Fig. 1: routing congestion
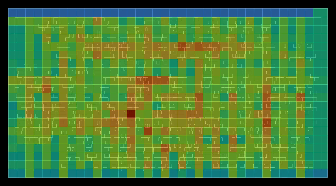
Fig. 2: metal 2
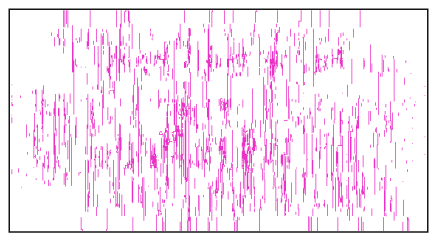
Fig. 3: met3 routing
Cells faint in the background.
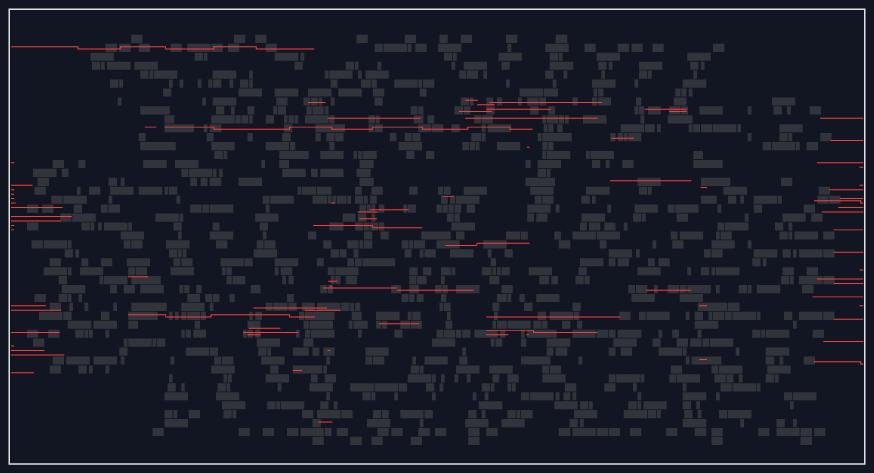
Fig. 4: M4 wires
Scale bar: 100 um. Cells faint in the background.
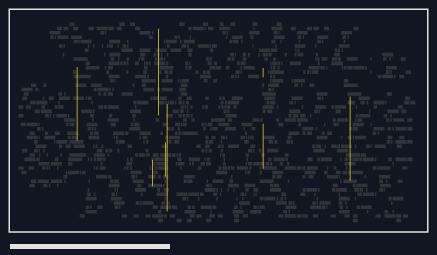
## config.mk

```make
export PLATFORM = sky130hd
export DESIGN_NAME = pwm_capture
export DESIGN_NICKNAME = d
export VERILOG_FILES = /design/src/rtl/pwm_capture.sv
export SDC_FILE = /design/constraint.sdc
export NUM_CORES = 1
export LEC_CHECK = 0
export CELL_PAD_IN_SITES_DETAIL_PLACEMENT = 0
export CELL_PAD_IN_SITES_GLOBAL_PLACEMENT = 1
export CORE_AREA = 5 5 255 133
export CTS_CLUSTER_DIAMETER = 30
export CTS_CLUSTER_SIZE = 8
export DETAILED_ROUTE_END_ITERATION = 10
export DIE_AREA = 0 0 260 138
export PLACE_DENSITY_LB_ADDON = 0.1
export SLEW_MARGIN = 20
export SYNTH_ARGS = -nofsm -noshare
export SYNTH_HDL_FRONTEND = slang
export SYNTH_SLANG_ARGS = --single-unit
```

## constraint.sdc

```tcl
create_clock -name clk -period 3.4 [get_ports clk]
set_clock_uncertainty 0.15 [all_clocks]
set_input_delay 0.34 -clock clk [delete_from_list [all_inputs] [get_ports clk]]
set_output_delay 0.34 -clock clk [all_outputs]
set_load 0.005 [all_outputs]
```

## src/rtl/pwm_capture.sv

```systemverilog
// pwm_capture: per-cycle period, high time and dead times of a complementary
// PWM pair, with sticky shoot-through / short dead-time faults and timeout.
module pwm_capture #(
  parameter int bit_width      = 21,
  parameter int min_deadtime   = 10,
  parameter int timeout_cycles = 4000
) (
  input  logic                 clk,
  input  logic                 rst_n,
  input  logic                 pwmA_in,
  input  logic                 pwmB_in,
  input  logic                 clear_fault,
  output logic [bit_width-1:0] period,
  output logic [bit_width-1:0] high_time,
  output logic [bit_width-1:0] dead_ab,
  output logic [bit_width-1:0] dead_ba,
  output logic                 meas_valid,
  output logic                 fault_overlap,
  output logic                 fault_deadtime,
  output logic                 timeout
);

  localparam logic [2:0] IDLE    = 3'd0;
  localparam logic [2:0] HIGH_A  = 3'd1;
  localparam logic [2:0] DEAD_AB = 3'd2;
  localparam logic [2:0] HIGH_B  = 3'd3;
  localparam logic [2:0] DEAD_BA = 3'd4;

  localparam logic [bit_width-1:0] CNT_ONE = bit_width'(1);
  localparam logic [bit_width-1:0] CNT_MAX = '1;
  localparam logic [bit_width-1:0] MIN_DT  = bit_width'(min_deadtime);
  localparam logic [bit_width-1:0] TMO_VAL = bit_width'(timeout_cycles);
  // A timeout beyond the saturated counter range can never fire
  localparam bit TMO_ON = 64'(timeout_cycles) <= 64'(CNT_MAX);

  logic [2:0] a_sync_q, a_sync_d;
  logic [2:0] b_sync_q, b_sync_d;
  logic [2:0] state_q, state_d;
  logic [bit_width-1:0] seg_q, seg_d;
  logic [bit_width-1:0] per_q, per_d;
  logic [bit_width-1:0] hl_q, hl_d;
  logic [bit_width-1:0] dabl_q, dabl_d;
  logic [bit_width-1:0] period_q, period_d;
  logic [bit_width-1:0] high_q, high_d;
  logic [bit_width-1:0] dab_q, dab_d;
  logic [bit_width-1:0] dba_q, dba_d;
  logic valid_q, valid_d;
  logic fo_q, fo_d;
  logic fd_q, fd_d;
  logic tmo_q, tmo_d;

  logic a, a_prev, b, b_prev;
  logic a_rise, a_fall, b_rise, b_fall;
  logic any_edge, overlap, tmo_hit, dt_set;
  logic [3:0] edges;
  logic [bit_width-1:0] seg_inc, per_inc;

  assign a_sync_d = {a_sync_q[1:0], pwmA_in};
  assign b_sync_d = {b_sync_q[1:0], pwmB_in};

  assign a      = a_sync_q[1];
  assign a_prev = a_sync_q[2];
  assign b      = b_sync_q[1];
  assign b_prev = b_sync_q[2];

  assign a_rise   = a & ~a_prev;
  assign a_fall   = ~a & a_prev;
  assign b_rise   = b & ~b_prev;
  assign b_fall   = ~b & b_prev;
  assign edges    = {a_rise, a_fall, b_rise, b_fall};
  assign any_edge = |edges;
  assign overlap  = a & b;

  assign seg_inc = (seg_q == CNT_MAX) ? seg_q : seg_q + CNT_ONE;
  assign per_inc = (per_q == CNT_MAX) ? per_q : per_q + CNT_ONE;
  assign tmo_hit = TMO_ON && (seg_q >= TMO_VAL);

  assign seg_d = any_edge ? CNT_ONE : seg_inc;
  assign per_d = a_rise ? CNT_ONE : per_inc;

  always_comb begin
    state_d  = state_q;
    hl_d     = hl_q;
    dabl_d   = dabl_q;
    period_d = period_q;
    high_d   = high_q;
    dab_d    = dab_q;
    dba_d    = dba_q;
    valid_d  = 1'b0;
    dt_set   = 1'b0;
    if (overlap) begin
      state_d = IDLE;
    end else if (any_edge) begin
      // Only the single expected edge advances; anything else disarms
      unique case (state_q)
        IDLE: begin
          if (a_rise) state_d = HIGH_A;
        end
        HIGH_A: begin
          if (edges == 4'b0100) begin
            state_d = DEAD_AB;
            hl_d    = seg_q;
          end else begin
            state_d = IDLE;
          end
        end
        DEAD_AB: begin
          if (edges == 4'b0010) begin
            state_d = HIGH_B;
            dabl_d  = seg_q;
            dt_set  = seg_q < MIN_DT;
          end else begin
            state_d = IDLE;
          end
        end
        HIGH_B: begin
          if (edges == 4'b0001) state_d = DEAD_BA;
          else                  state_d = IDLE;
        end
        DEAD_BA: begin
          if (edges == 4'b1000) begin
            state_d  = HIGH_A;
            period_d = per_q;
            high_d   = hl_q;
            dab_d    = dabl_q;
            dba_d    = seg_q;
            valid_d  = 1'b1;
            dt_set   = seg_q < MIN_DT;
          end else begin
            state_d = IDLE;
          end
        end
        default: state_d = IDLE;
      endcase
    end else if (tmo_hit) begin
      state_d = IDLE;
    end
  end

  always_comb begin
    fo_d = overlap | (fo_q & ~clear_fault);
    fd_d = dt_set | (fd_q & ~clear_fault);
    if (a_rise)                    tmo_d = 1'b0;
    else if (!any_edge && tmo_hit) tmo_d = 1'b1;
    else                           tmo_d = tmo_q;
  end

  always_ff @(posedge clk) begin
    if (!rst_n) begin
      a_sync_q <= '0;
      b_sync_q <= '0;
      state_q  <= IDLE;
      seg_q    <= '0;
      per_q    <= '0;
      hl_q     <= '0;
      dabl_q   <= '0;
      period_q <= '0;
      high_q   <= '0;
      dab_q    <= '0;
      dba_q    <= '0;
      valid_q  <= 1'b0;
      fo_q     <= 1'b0;
      fd_q     <= 1'b0;
      tmo_q    <= 1'b0;
    end else begin
      a_sync_q <= a_sync_d;
      b_sync_q <= b_sync_d;
      state_q  <= state_d;
      seg_q    <= seg_d;
      per_q    <= per_d;
      hl_q     <= hl_d;
      dabl_q   <= dabl_d;
      period_q <= period_d;
      high_q   <= high_d;
      dab_q    <= dab_d;
      dba_q    <= dba_d;
      valid_q  <= valid_d;
      fo_q     <= fo_d;
      fd_q     <= fd_d;
      tmo_q    <= tmo_d;
    end
  end

  assign period         = period_q;
  assign high_time      = high_q;
  assign dead_ab        = dab_q;
  assign dead_ba        = dba_q;
  assign meas_valid     = valid_q;
  assign fault_overlap  = fo_q;
  assign fault_deadtime = fd_q;
  assign timeout        = tmo_q;

endmodule

```

==> Slide: Implementation Results <==
Key Metrics from the Run

Floorplan
  • Die area: 0.0359 mm^2
  • Die y size: around 140 um
  • Core area: 0.0313 mm^2
  • # IOs: 93

Clock network
  • CTS root buffer: clkbuf_16
  • Hold buffer count at CTS: 0
  • CTS tree: built
  • Later-pin clock latency in the skew report: 0.45 ns
  • CTS Buf Count: 17
  • Clock sink total: about 180

Setup path
  • Worst setup path start: b_sync_q[1]
  • Reg-to-Reg End: dead_ba[1]
  • CP max FO: 55
  • CP required: 3.58 ns
  • CP max-delay cell: or4_4
  • CP cell instances: inv_1, ha_1, a22o_1, or4_4, buf_16, nand2_1, a21boi_0
  • Stages on worst setup path: 7
  • FF-to-FF setup slack: 0.75 ns
  • Worst Setup Path Type: flop to flop
  • Endpoint type of the worst setup path: flop

Synth
  • Cell area leaders: dfxtp_1 (47%), nand2_1 (10%), a21boi_0 (7.6%)
  • Yosys top cell by instances: nand2_1
  • Synth Flop Type: dfxtp_1
  • Top cell area share: 0.470
  • Mapped Avg Cell Area: 8.79 um^2
  • Synthesis area per yosys: between 0.007 and 0.008 mm^2
  • Post-synth seq share: 0.470
  • Cell Type Count: around 50
  • Yosys cell count: 877
  • Area leader, netlist: dfxtp_1
  • Mapped Area: 0.00771 mm^2

Detailed routing
  • Vias per cell: 4.51
  • Number of DRC markers in iteration 0: about 420
  • DR vias: 6222
  • DRC violations left: 0
  • Routed wire length: 23.6 mm
  • Antenna-violating nets left: 0

Layout
  • Share of layout cells above drive strength 1: 0.0644
  • Seq. cell area: 0.00362 mm^2
  • Clock Buffer Count: 21
  • Flop count: between 150 and 200
  • Design area: 0.00963 mm^2
  • Commonest Layout Cell: nand2_1
  • Layout area overhead: 24.9%
  • Fillers: 3289
  • # diodes: 0
  • Comb/total area: 0.392
  • Non-CTS buffers: roughly 110

Pwr
  • Maximum VDD drop: 0.373 mV
  • Pwr per Cell Area: 444 mW/mm^2

Timing
  • Hold Slack: 0.160 ns
  • Final Max Slew Viols: 0
  • Setup repair after global routing missed its margin: false
  • Final setup violation count: 0
  • Rel. slew slack: 0.330
  • Final worst setup slack: 0.748 ns
  • Final hold vios: 0
  • Min Tclk post-route: 2.65 ns

Place
  • Placed insts: between 1000 and 1500
  • Gp weighted congestion: 0.790
  • DP Wirelength: 15.8 mm
  • Dpl cell area: 0.00902 mm^2

GRT
  • Initial antenna violation count: 1
  • Total grt overflow: 0
  • First-pass GRT wire length: around 37 mm

Status
  • Outcome: completed

Run
  • Max_cap viols: 0
Notes on Fig. 1 above:
Layout Utilization: 0.308
Routed wire per std cell: 17.1 um
grt met3 use: 0.0349
GR Layer Usage met2: 0.162
met1 Usage GRT: 0.216

Notes on Fig. 2 above:
main direction	vertical
wire length on this layer	8550 um

Notes on Fig. 3 above:
longest straight run	40.5 um
main direction	horizontal
wire length on this layer	1100 um

Notes on Fig. 4 above:
main direction	vertical
longest straight run	66.6 um
nets with wire on the layer	4
wire length on this layer	289 um
share of all routed wire	1.2%

## cells by family (layout without fill, tap and decap cells)
group	after synthesis	in the layout	share of synthesized area
AOI/OAI and AO/OA	175	175	0.164
DFF	181	181	0.470
muxes	52	52	0.0675
adders and majority gates	10	10	0.0162
and+or+nand+nor	377	377	0.240
buffers and inverters	82	152	0.0423
## where the power goes
group	leakage (nW)	total (mW)	switching, mW	internal, mW
Clock	0.287	2.01	0.884	1.12
Sequential	1.46	2.14	0.0110	2.13
Combinational	1.64	0.129	0.0756	0.0532
## layer usage
metal  global-route usage  share of wire
met5                    0              0
met4               0.0367          0.012
met1                0.216           0.58
met2                0.162           0.36
met3               0.0349          0.047
Power is estimated from default activity; no workload was simulated.
